`src/rtl/cpu_pkg.sv`:
```
// Shared definitions for the 8-bit pipelined CPU: opcodes, ALU function
// selects, instruction field positions and datapath sizing.
package cpu_pkg;

    localparam int DW    = 8;
    localparam int NREGS = 4;
    localparam int AW    = 2;

    localparam logic [1:0] OP_ADD = 2'b00;
    localparam logic [1:0] OP_SUB = 2'b01;
    localparam logic [1:0] OP_CMP = 2'b10;
    localparam logic [1:0] OP_LDI = 2'b11;

    localparam logic [1:0] FN_ADD = 2'b00;
    localparam logic [1:0] FN_SUB = 2'b01;
    localparam logic [1:0] FN_CMP = 2'b10;

    // Instruction layout: [15:14] opcode, [13:12] rd, [11:10] rs1, [9:8] rs2, [7:0] imm
    localparam int OPC_LSB = 14;
    localparam int RD_LSB  = 12;
    localparam int RS1_LSB = 10;
    localparam int RS2_LSB = 8;
    localparam int IMM_LSB = 0;

    // One-hot mask selecting a single register, used by the pending-write scoreboard.
    function automatic logic [NREGS-1:0] reg_onehot(input logic [AW-1:0] addr);
        return 4'b0001 << addr;
    endfunction

endpackage

```
`src/rtl/regfile_4x8.sv`:
```
// 4 x 8-bit register file: two combinational read ports, one clocked write port.
module regfile_4x8
    import cpu_pkg::*;
(
    input  logic          clk,
    input  logic          rst_n,
    input  logic          we,
    input  logic [AW-1:0] waddr,
    input  logic [DW-1:0] wdata,
    input  logic [AW-1:0] raddr_a,
    input  logic [AW-1:0] raddr_b,
    output logic [DW-1:0] rdata_a,
    output logic [DW-1:0] rdata_b
);

    logic [DW-1:0] mem_q [NREGS];
    logic [DW-1:0] mem_d [NREGS];

    // Next-state of the storage array: write port updates one entry.
    always_comb begin
        mem_d = mem_q;
        if (we) begin
            mem_d[waddr] = wdata;
        end else begin
            mem_d[waddr] = mem_q[waddr];
        end
    end

    // Storage registers, cleared on reset.
    always_ff @(posedge clk or negedge rst_n) begin
        if (!rst_n) begin
            for (int i = 0; i < NREGS; i++) begin
                mem_q[i] <= {DW{1'b0}};
            end
        end else begin
            mem_q <= mem_d;
        end
    end

    assign rdata_a = mem_q[raddr_a];
    assign rdata_b = mem_q[raddr_b];

endmodule

```
`src/rtl/id_stage.sv`:
```
// Decode / operand-fetch stage: decodes 16-bit instructions, reads the
// register file with a writeback bypass, tracks in-flight writes with a
// pending-bit scoreboard and hands a registered payload to execute.
module id_stage
    import cpu_pkg::*;
#(
    parameter int NREGS = 4,
    parameter int DW    = 8
) (
    input  logic          clk,
    input  logic          rst_n,
    input  logic          in_valid,
    input  logic [15:0]   in_instr,
    output logic          in_ready,
    output logic          out_valid,
    input  logic          out_ready,
    output logic [DW-1:0] out_op1,
    output logic [DW-1:0] out_op2,
    output logic [1:0]    out_func_sel,
    output logic [1:0]    out_rd,
    output logic          out_wr_en,
    input  logic          wb_en,
    input  logic [1:0]    wb_addr,
    input  logic [DW-1:0] wb_data
);

    // Decoded fields
    logic [1:0]    opc_s, rd_s, rs1_s, rs2_s, func_s;
    logic [DW-1:0] imm_s;
    logic          uses_src_s, wr_en_dec_s;

    // Operand fetch / hazard
    logic [DW-1:0] rdata_a_s, rdata_b_s, op1_s, op2_s;
    logic          hit_rs1_s, hit_rs2_s, hit_rd_s;
    logic          raw_s, waw_s, in_ready_s, accept_s;

    // Scoreboard
    logic [NREGS-1:0] pend_q, pend_d, clr_mask_s, set_mask_s;

    // Output payload
    logic          out_valid_q, out_valid_d;
    logic [DW-1:0] out_op1_q, out_op1_d, out_op2_q, out_op2_d;
    logic [1:0]    out_func_q, out_func_d, out_rd_q, out_rd_d;
    logic          out_wr_en_q, out_wr_en_d;

    regfile_4x8 u_regfile (
        .clk     (clk),
        .rst_n   (rst_n),
        .we      (wb_en),
        .waddr   (wb_addr),
        .wdata   (wb_data),
        .raddr_a (rs1_s),
        .raddr_b (rs2_s),
        .rdata_a (rdata_a_s),
        .rdata_b (rdata_b_s)
    );

    // Instruction decode: fields, ALU function, register usage.
    always_comb begin
        opc_s       = in_instr[OPC_LSB +: 2];
        rd_s        = in_instr[RD_LSB  +: 2];
        rs1_s       = in_instr[RS1_LSB +: 2];
        rs2_s       = in_instr[RS2_LSB +: 2];
        imm_s       = in_instr[IMM_LSB +: DW];
        uses_src_s  = (opc_s != OP_LDI);
        wr_en_dec_s = (opc_s != OP_CMP);
        case (opc_s)
            OP_ADD:  func_s = FN_ADD;
            OP_SUB:  func_s = FN_SUB;
            OP_CMP:  func_s = FN_CMP;
            OP_LDI:  func_s = FN_ADD;
            default: func_s = FN_ADD;
        endcase
    end

    // Operand selection with same-cycle writeback bypass, plus hazard detection.
    // A pending register that is being written back this cycle is not a hazard:
    // its value arrives through the bypass.
    always_comb begin
        hit_rs1_s = wb_en && (wb_addr == rs1_s);
        hit_rs2_s = wb_en && (wb_addr == rs2_s);
        hit_rd_s  = wb_en && (wb_addr == rd_s);

        if (!uses_src_s) begin
            op1_s = {DW{1'b0}};
            op2_s = imm_s;
        end else begin
            op1_s = hit_rs1_s ? wb_data : rdata_a_s;
            op2_s = hit_rs2_s ? wb_data : rdata_b_s;
        end

        raw_s = uses_src_s && ((pend_q[rs1_s] && !hit_rs1_s) ||
                               (pend_q[rs2_s] && !hit_rs2_s));
        waw_s = wr_en_dec_s && pend_q[rd_s] && !hit_rd_s;

        in_ready_s = (!out_valid_q || out_ready) && !(raw_s || waw_s);
        accept_s   = in_valid && in_ready_s;
    end

    // Scoreboard update: clear on writeback, set on accepted write; set applied last so it wins.
    always_comb begin
        clr_mask_s = wb_en ? reg_onehot(wb_addr) : {NREGS{1'b0}};
        set_mask_s = (accept_s && wr_en_dec_s) ? reg_onehot(rd_s) : {NREGS{1'b0}};
        pend_d     = (pend_q & ~clr_mask_s) | set_mask_s;
    end

    // Output payload next-state: load on accept, drop when consumed, otherwise hold.
    always_comb begin
        out_valid_d = out_valid_q;
        out_op1_d   = out_op1_q;
        out_op2_d   = out_op2_q;
        out_func_d  = out_func_q;
        out_rd_d    = out_rd_q;
        out_wr_en_d = out_wr_en_q;
        if (accept_s) begin
            out_valid_d = 1'b1;
            out_op1_d   = op1_s;
            out_op2_d   = op2_s;
            out_func_d  = func_s;
            out_rd_d    = rd_s;
            out_wr_en_d = wr_en_dec_s;
        end else if (out_ready) begin
            out_valid_d = 1'b0;
        end else begin
            out_valid_d = out_valid_q;
        end
    end

    // Pipeline and scoreboard registers.
    always_ff @(posedge clk or negedge rst_n) begin
        if (!rst_n) begin
            pend_q      <= {NREGS{1'b0}};
            out_valid_q <= 1'b0;
            out_op1_q   <= {DW{1'b0}};
            out_op2_q   <= {DW{1'b0}};
            out_func_q  <= 2'b00;
            out_rd_q    <= 2'b00;
            out_wr_en_q <= 1'b0;
        end else begin
            pend_q      <= pend_d;
            out_valid_q <= out_valid_d;
            out_op1_q   <= out_op1_d;
            out_op2_q   <= out_op2_d;
            out_func_q  <= out_func_d;
            out_rd_q    <= out_rd_d;
            out_wr_en_q <= out_wr_en_d;
        end
    end

    assign in_ready     = in_ready_s;
    assign out_valid    = out_valid_q;
    assign out_op1      = out_op1_q;
    assign out_op2      = out_op2_q;
    assign out_func_sel = out_func_q;
    assign out_rd       = out_rd_q;
    assign out_wr_en    = out_wr_en_q;

endmodule

```
`config.mk`:
```
export PLATFORM = sky130hd
export DESIGN_NAME = id_stage
export DESIGN_NICKNAME = d
export VERILOG_FILES = /design/src/rtl/cpu_pkg.sv /design/src/rtl/regfile_4x8.sv /design/src/rtl/id_stage.sv
export SDC_FILE = /design/constraint.sdc
export NUM_CORES = 1
export LEC_CHECK = 0
export CAP_MARGIN = 30
export CORE_AREA = 2 2 96 98
export DETAILED_ROUTE_END_ITERATION = 7
export DIE_AREA = 0 0 98 100
export HOLD_SLACK_MARGIN = 0.1
export SETUP_SLACK_MARGIN = 0.4
export SYNTH_ARGS = -nofsm -noshare
export SYNTH_HDL_FRONTEND = slang
export SYNTH_SLANG_ARGS = --single-unit
export TNS_END_PERCENT = 30
```
`constraint.sdc`:
```
create_clock -name clk -period 2.9 [get_ports clk]
set_clock_uncertainty 0.2 [all_clocks]
set_input_delay 0.58 -clock clk [delete_from_list [all_inputs] [get_ports clk]]
set_output_delay 0.58 -clock clk [all_outputs]
set_load 0.02 [all_outputs]
```
m1.png
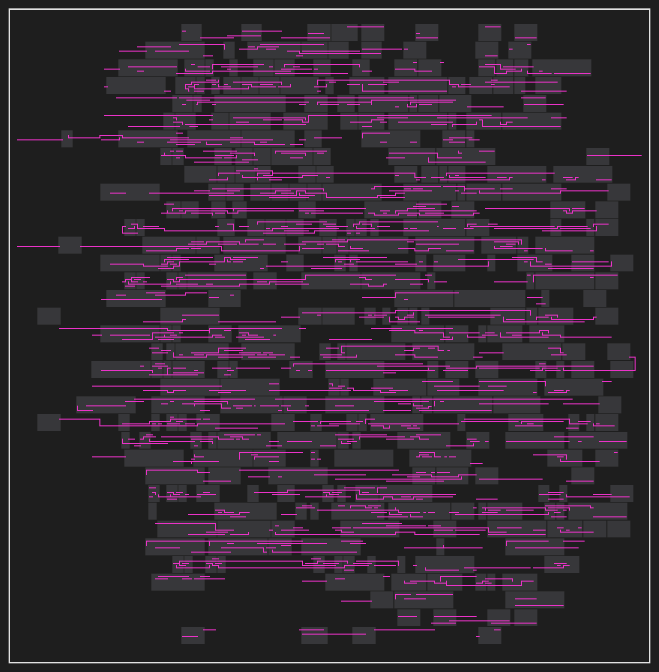
main direction: horizontal
share of all routed wire: 47%

m2.png
The bar under the picture is 20 microns long.
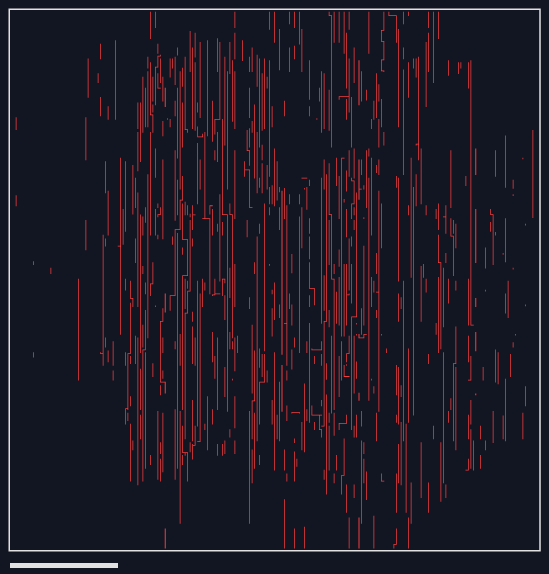
nets with wire on the layer: 310
wire length on this layer: 3890 microns
share of all routed wire: 48%

m3.png
The bar under the picture is 20 microns long.
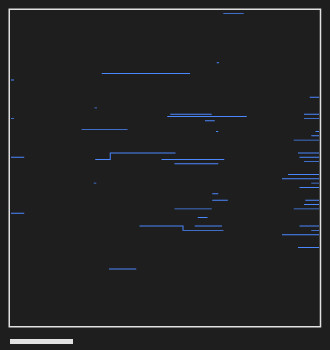
wire length on this layer: 333 microns
share of all routed wire: 4.1%
main direction: horizontal

==> impl_metrics.json <==
{
  "post-route-period-util_pct": 88.64,
  "rsz0062_at_grt": "yes",
  "outcome": "complete, no violations",
  "pg_seq_w": 0.00124,
  "startpoint": "wb_addr[0]",
  "ys_sh_simple_pct": 8.449,
  "synth_flops": 58,
  "first_pass_iters": 6,
  "reg2reg_from": "pend_q[3]",
  "syn-num-nets": 309,
  "viasPerCell": 5.186,
  "async_flop_share_pct": 100.0,
  "hold_start": "out_op1[1]",
  "comb-power_w": 0.00149,
  "port_buffers": 53,
  "syn_to_final_growth_pct": 30.01,
  "coreArea_sq_um": 8890,
  "use_met3_pct": 3.412,
  "nets": 384,
  "edf_count": 0,
  "ioPinCount": 54,
  "cts_resized": 30,
  "synth_xor_xnor_area_share_pct": 1.529,
  "top_register": "u_regfile.mem_q",
  "inverters": 5,
  "grt_use_met1_pct": 24.33,
  "seqPwrFrac_pct": 34.8,
  "maxCapViolations": 0,
  "grt_start_max_net_pins": 33,
  "cp_data_required_time_ps": 2120,
  "synth_top_cell_by_area": "dfrtp_1",
  "setup_viol": 0,
  "fin_tns_setup_ps": 0,
  "routedWlPerCell_microns": 17.38,
  "mux_share_pct": 34.38,
  "buf_share_pct": 17.68,
  "top_usage_layer": "met2",
  "comb-cell-share_pct": 41.40,
  "path_class": "in2out",
  "p_leak_nw": 2.065,
  "ys_seq_share_pct": 42.24,
  "place_area_sq_um": 4204,
  "final_cells": 469,
  "post_cts_buffers": 2,
  "fin_area_sq_um": 4467,
  "hp-class": "reg2reg",
  "crit_path_end": "in_ready",
  "p_comb_share_pct": 41.9,
  "clkCellAreaFrac_pct": 4.902,
  "use_met2_pct": 27.56,
  "cts_root_buffer": "clkbuf_8",
  "pwr_density_cell_nw_per_um2": 799.2,
  "ys_area_sq_um": 3436,
  "crit_chain": "clkdlybuf4s15_1 > xor2_1 > o31a_4 > o21bai_4 > nand3_2 > inv_2 > buf_6",
  "critPathBufInv": 3,
  "taps": 111,
  "ys_sh_aoi_pct": 8.667,
  "endpoint_kind": "output port",
  "nMultiInputCombCells": 193,
  "tritoncts": "yes",
  "cp.depth": 7,
  "regArea_sq_um": 1451,
  "hpwlAfterDp_microns": 5784,
  "crit_family": "AND-OR/OR-AND gates",
  "routed-wl-met3_microns": 332,
  "switching_share_pct": 31.83,
  "clk_pin_slew_ps": 60,
  "p_switching_w": 0.001136,
  "antenna_found_initial": 0,
  "worst_slew_pin_slew_ps": 664.7,
  "ff_type": "dfrtp_1",
  "crit_arrival_ps": 1790,
  "worstPathMaxFanout": 4,
  "overflow": 0,
  "met1_length_microns": 3802,
  "max_stage_delay_ps": 300,
  "largestPowerGroup": "combinational logic",
  "synth.most_common_cell": "dfrtp_1"
}
